### Metal layers overlaid

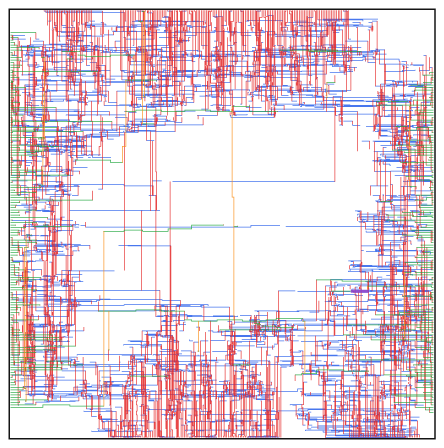
### Routed clock nets over the placement

The bar under the picture is 50 um long.
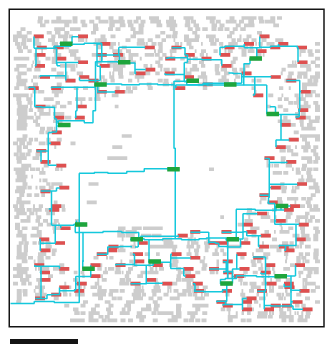
==> config.mk <==
export PLATFORM = sky130hd
export DESIGN_NAME = mem_issue_arbiter
export DESIGN_NICKNAME = d
export VERILOG_FILES = /design/src/rtl/mem_arb_pkg.sv /design/src/rtl/mem_issue_arbiter_rr_pick.sv /design/src/rtl/mem_issue_arbiter.sv
export SDC_FILE = /design/constraint.sdc
export NUM_CORES = 1
export LEC_CHECK = 0
export CAP_MARGIN = 15
export CORE_AREA = 2 2 229 231
export CTS_CLUSTER_SIZE = 14
export DETAILED_ROUTE_END_ITERATION = 6
export DIE_AREA = 0 0 231 233
export PLACE_DENSITY = 0.42
export SYNTH_ARGS = -nofsm -noshare
export SYNTH_HDL_FRONTEND = slang
export SYNTH_SLANG_ARGS = --single-unit
==> constraint.sdc <==
create_clock -name clk -period 2.7 [get_ports clk]
set_input_delay 0.54 -clock clk [delete_from_list [all_inputs] [get_ports clk]]
set_output_delay 0.54 -clock clk [all_outputs]
set_load 0.01 [all_outputs]
==> src/rtl/mem_arb_pkg.sv <==
// Shared FSM encoding, operation constants and datapath width for the memory issue arbiter.
package mem_arb_pkg;

    typedef enum logic [2:0] {
        IDLE      = 3'd0,
        ISSUE     = 3'd1,
        WAIT_MEM  = 3'd2,
        BROADCAST = 3'd3,
        ACK       = 3'd4
    } arbState_t;

    localparam logic OP_LOAD  = 1'b1;
    localparam logic OP_STORE = 1'b0;

    localparam int unsigned DATA_W = 32;

endpackage

==> src/rtl/mem_issue_arbiter_rr_pick.sv <==
// Rotating-priority winner select: first requester at or after ptr, as one-hot and index.
module rr_pick #(
    parameter int unsigned NUM_REQ = 4
) (
    input  logic [NUM_REQ-1:0]         req,
    input  logic [$clog2(NUM_REQ)-1:0] ptr,
    output logic [NUM_REQ-1:0]         grantOh_c,
    output logic [$clog2(NUM_REQ)-1:0] grantIdx_c,
    output logic                       anyReq_c
);
    localparam int unsigned IDX_W = $clog2(NUM_REQ);

    logic [IDX_W-1:0] pos;

    always_comb begin
        grantOh_c  = '0;
        grantIdx_c = '0;
        anyReq_c   = 1'b0;
        pos        = '0;
        for (int unsigned k = 0; k < NUM_REQ; k++) begin
            pos = IDX_W'((32'(ptr) + k) % NUM_REQ);
            if (!anyReq_c && req[pos]) begin
                anyReq_c       = 1'b1;
                grantOh_c[pos] = 1'b1;
                grantIdx_c     = pos;
            end
        end
    end

endmodule

==> src/rtl/mem_issue_arbiter.sv <==
// Issues one load/store buffer entry at a time to the memory unit and broadcasts load results on the CDB.
// Define MEM_ARB_ROUND_ROBIN_EN for rotating priority; otherwise the lowest-index requester always wins.
module mem_issue_arbiter
    import mem_arb_pkg::*;
#(
    parameter int unsigned NUM_REQ = 4,
    parameter int unsigned TAG_W   = 5
) (
    input  logic                        clk,
    input  logic                        rst,
    input  logic [NUM_REQ-1:0]          req_valid,
    input  logic [NUM_REQ-1:0]          req_op,
    input  logic [NUM_REQ*DATA_W-1:0]   req_base,
    input  logic [NUM_REQ*DATA_W-1:0]   req_offset,
    input  logic [NUM_REQ*DATA_W-1:0]   req_wdata,
    input  logic [NUM_REQ*TAG_W-1:0]    req_label,
    output logic [NUM_REQ-1:0]          grant,
    output logic                        mem_WEN,
    output logic [DATA_W-1:0]           mem_dataIn1,
    output logic [DATA_W-1:0]           mem_dataIn2,
    output logic [DATA_W-1:0]           mem_writeData,
    output logic                        mem_op,
    output logic [TAG_W-1:0]            mem_labelIn,
    input  logic                        mem_available,
    input  logic                        mem_require,
    input  logic [DATA_W-1:0]           mem_loadData,
    output logic                        mem_requireAC,
    output logic                        cdb_req,
    input  logic                        cdb_ack,
    output logic [TAG_W-1:0]            cdb_label,
    output logic [DATA_W-1:0]           cdb_data,
    output logic                        busy
);
    localparam int unsigned IDX_W = $clog2(NUM_REQ);

    arbState_t          state;
    logic               minWaitDone;
    logic [NUM_REQ-1:0] winOh;
    logic [IDX_W-1:0]   winIdx;
    logic               anyReq;
    logic [IDX_W-1:0]   pickPtr;

`ifdef MEM_ARB_ROUND_ROBIN_EN
    logic [IDX_W-1:0]   ptr;
    assign pickPtr = ptr;
`else
    assign pickPtr = '0;
`endif

    rr_pick #(.NUM_REQ(NUM_REQ)) uPick (
        .req        (req_valid),
        .ptr        (pickPtr),
        .grantOh_c  (winOh),
        .grantIdx_c (winIdx),
        .anyReq_c   (anyReq)
    );

    // The CDB tag is the tag latched at issue.
    assign cdb_label = mem_labelIn;

    always_ff @(posedge clk) begin
        if (rst) begin
            state         <= IDLE;
            minWaitDone   <= 1'b0;
            grant         <= '0;
            mem_WEN       <= 1'b0;
            mem_dataIn1   <= '0;
            mem_dataIn2   <= '0;
            mem_writeData <= '0;
            mem_op        <= OP_STORE;
            mem_labelIn   <= '0;
            mem_requireAC <= 1'b0;
            cdb_req       <= 1'b0;
            cdb_data      <= '0;
            busy          <= 1'b0;
`ifdef MEM_ARB_ROUND_ROBIN_EN
            ptr           <= '0;
`endif
        end else begin
            grant         <= '0;
            mem_WEN       <= 1'b0;
            mem_requireAC <= 1'b0;
            case (state)
                IDLE: begin
                    if (anyReq && mem_available) begin
                        grant         <= winOh;
                        mem_WEN       <= 1'b1;
                        mem_op        <= req_op[winIdx];
                        mem_dataIn1   <= req_base[DATA_W*winIdx +: DATA_W];
                        mem_dataIn2   <= req_offset[DATA_W*winIdx +: DATA_W];
                        mem_writeData <= req_wdata[DATA_W*winIdx +: DATA_W];
                        mem_labelIn   <= req_label[TAG_W*winIdx +: TAG_W];
                        busy          <= 1'b1;
                        state         <= ISSUE;
`ifdef MEM_ARB_ROUND_ROBIN_EN
                        ptr <= (32'(winIdx) == NUM_REQ - 1) ? '0 : winIdx + 1'b1;
`endif
                    end
                end
                ISSUE: begin
                    minWaitDone <= 1'b0;
                    state       <= WAIT_MEM;
                end
                WAIT_MEM: begin
                    // Stores skip the first wait cycle so mem_available can drop after the start pulse.
                    if (mem_op == OP_LOAD) begin
                        if (mem_require) begin
                            cdb_data <= mem_loadData;
                            cdb_req  <= 1'b1;
                            state    <= BROADCAST;
                        end
                    end else if (minWaitDone && mem_available) begin
                        busy  <= 1'b0;
                        state <= IDLE;
                    end else begin
                        minWaitDone <= 1'b1;
                    end
                end
                BROADCAST: begin
                    if (cdb_ack) begin
                        cdb_req       <= 1'b0;
                        mem_requireAC <= 1'b1;
                        state         <= ACK;
                    end
                end
                ACK: begin
                    busy  <= 1'b0;
                    state <= IDLE;
                end
                default: state <= IDLE;
            endcase
        end
    end

endmodule

==> run_results.csv <==
group,metric,value,unit
outcome,run_status,"complete, no violations",
place,place.gp.congestion,0.791,
worst_hold_path,worstHoldStart,"cdb_data[22]",
logic_synthesis,synth_area_per_cell,8.54,um2
pwr,maxPowerGroup,"registers",
worst_setup_path,crit_start,"req_valid[3]",
flow_run,warning_count,26,
clocking,cts_setup_buffers,0,
logic_synthesis,ys_sh_aoi,0.263,
final_timing,clock_skew,0.00886,ns
worst_hold_path,hold_depth,2,
floorplan,rows,83,
clocking,clk_pin_slew,0.07,ns
final_layout,logic_area,4410,um2
pwr,power,7450,uW
drt,vias,9370,
global_routing,grtUsageMet3,0.0538,
worst_setup_path,rr_worst_depth,5,
clocking,cts_root_buf,"clkbuf_16",
pwr,vdd_drop_max,0.459,mV
final_timing,setup_violations,0,
pwr,power_density,489,nW/um2
pwr,switching_share,0.303,
place,place_ws,0.110,ns
final_layout,num-nets-final,1903,
worst_setup_path,startpoint_type,"input port",
logic_synthesis,ys_seq_share,0.378,
clocking,cts_hold_buf,0,
drt,finalWirelength,42.6,mm
worst_setup_path,cp_data_required_time,3.08,ns
logic_synthesis,fp_nets,1355,
global_routing,grt_pass1_vias,9579,
drt,viasPerCell,4.36,
pwr,p_clk_frac,0.332,
drt,ant_nets,0,
final_timing,finalSetupTns,0,ns
final_layout,ff_latch_area,2920,um2
worst_hold_path,hp-class,"reg2reg",
clocking,clk_path_buf_depth,2,
floorplan,fp_util,0.152,
logic_synthesis,synth_flops,146,
pwr,p_int,5200,uW
final_timing,hold_violations,0,
final_timing,post-route-period-util,0.784,
global_routing,gr-max-usage-layer,"met2",
worst_setup_path,path_max_fanout,84,
floorplan,die_h,233,um
place,placed_cells,2115,
drt,drt_iter0_drc,363,
pwr,netSwitchingPower,2260,uW
pwr,pg_seq,2530,uW
logic_synthesis,synth-area-yosys,7740,um2
worst_setup_path,cp-endpoint,"mem_dataIn1[6]",
logic_synthesis,simple_gate_area_frac,0.149,
final_timing,max_clock_freq,473,MHz
final_layout,layout_top_cell,"clkdlybuf4s50_1",
drt,wl_per_cell,19.8,um
logic_synthesis,syn-cell-area,7740,um2
worst_setup_path,timing.rr.end,"mem_dataIn1[6]",
final_timing,min_period,2.12,ns
worst_setup_path,arrival,2.50,ns
logic_synthesis,ys_sh_adder,0,
global_routing,track_usage,0.152,
clocking,clock.latency.late_pin,0.48,ns
final_timing,finalWorstSetupSlack,0.584,ns
place,dp_hpwl,32.4,mm
## Picture notes: 'Metal layers overlaid'
metal 3 -> green  # wire length 3300 um
metal 2 -> red  # wire length 21.1 mm
metal 4 -> orange  # wire length 791 um
metal 1 -> blue  # wire length 17400 um
metal 5 -> purple  # wire length 8.30 um

## Picture notes: 'Routed clock nets over the placement'
clock drivers -> green  # count 17
flip-flops -> red  # count 146
clock wires -> cyan  # length 2820 um
flops lie = all over the die
routed clock nets = 18

metrics by stage:
stage          cell area [um2]  hold slack [ns]  utilization
3_3_place_gp             14700            0.443        0.287
4_1_cts                  15200            0.458        0.298
5_1_grt                  15200            0.475        0.298
3_5_place_dp             14700            0.448        0.287
2_1_floorplan             7740            0.454            -
6_report                 15200            0.454        0.298
cell type report:
cell class | instances | share of cell area
timing repair buffer | 637 | 0.424
multi-input combinational | 648 | 0.289
sequential | 146 | 0.192
tap | 680 | 0.0558
clock buffer | 18 | 0.0282
clock inverter | 13 | 0.0101
inverter | 4 | 0.000985
antenna | 1 | 0.000164
per-layer routing:
layer  part of all wire  vias up
met5            0.00019        -
met4              0.019        2
met3              0.077       37
met2               0.50      374
met1               0.41     4438
li1                   -     4519
synth_stat cells:
master / number / area [um2]
a211oi_1: 1 / 7.51
a21oi_1: 37 / 185
a221oi_1: 1 / 8.76
a311oi_1: 102 / 893
a31oi_1: 1 / 6.26
buf_1: 15 / 56.3
buf_2: 28 / 140
buf_4: 6 / 45.0
clkbuf_1: 59 / 221
dfxtp_1: 146 / 2920
inv_1: 4 / 15.0
mux2_2: 102 / 1150
nand2_1: 170 / 638
nand2b_1: 3 / 18.8
nand3b_1: 1 / 7.51
nor2_1: 106 / 398
nor2b_1: 2 / 12.5
nor3_1: 4 / 20.0
nor3b_1: 3 / 22.5
nor4_1: 2 / 12.5
nor4b_1: 1 / 8.76
nor4bb_1: 1 / 10.0
o21a_1: 1 / 7.51
o21ai_0: 6 / 30.0
o21ai_1: 1 / 5.00
o221ai_1: 102 / 893
or3_1: 1 / 6.26
worst max-delay path, cell delays in order:
cell	delay, ns
clkdlybuf4s50_1	0.49
nor4_1	0.09
buf_4	0.15
nor4bb_4	0.41
buf_12	0.33
nor2_1	0.09
a311oi_1	0.25
Power figures rest on the tool's default switching activity, not on a simulated workload.
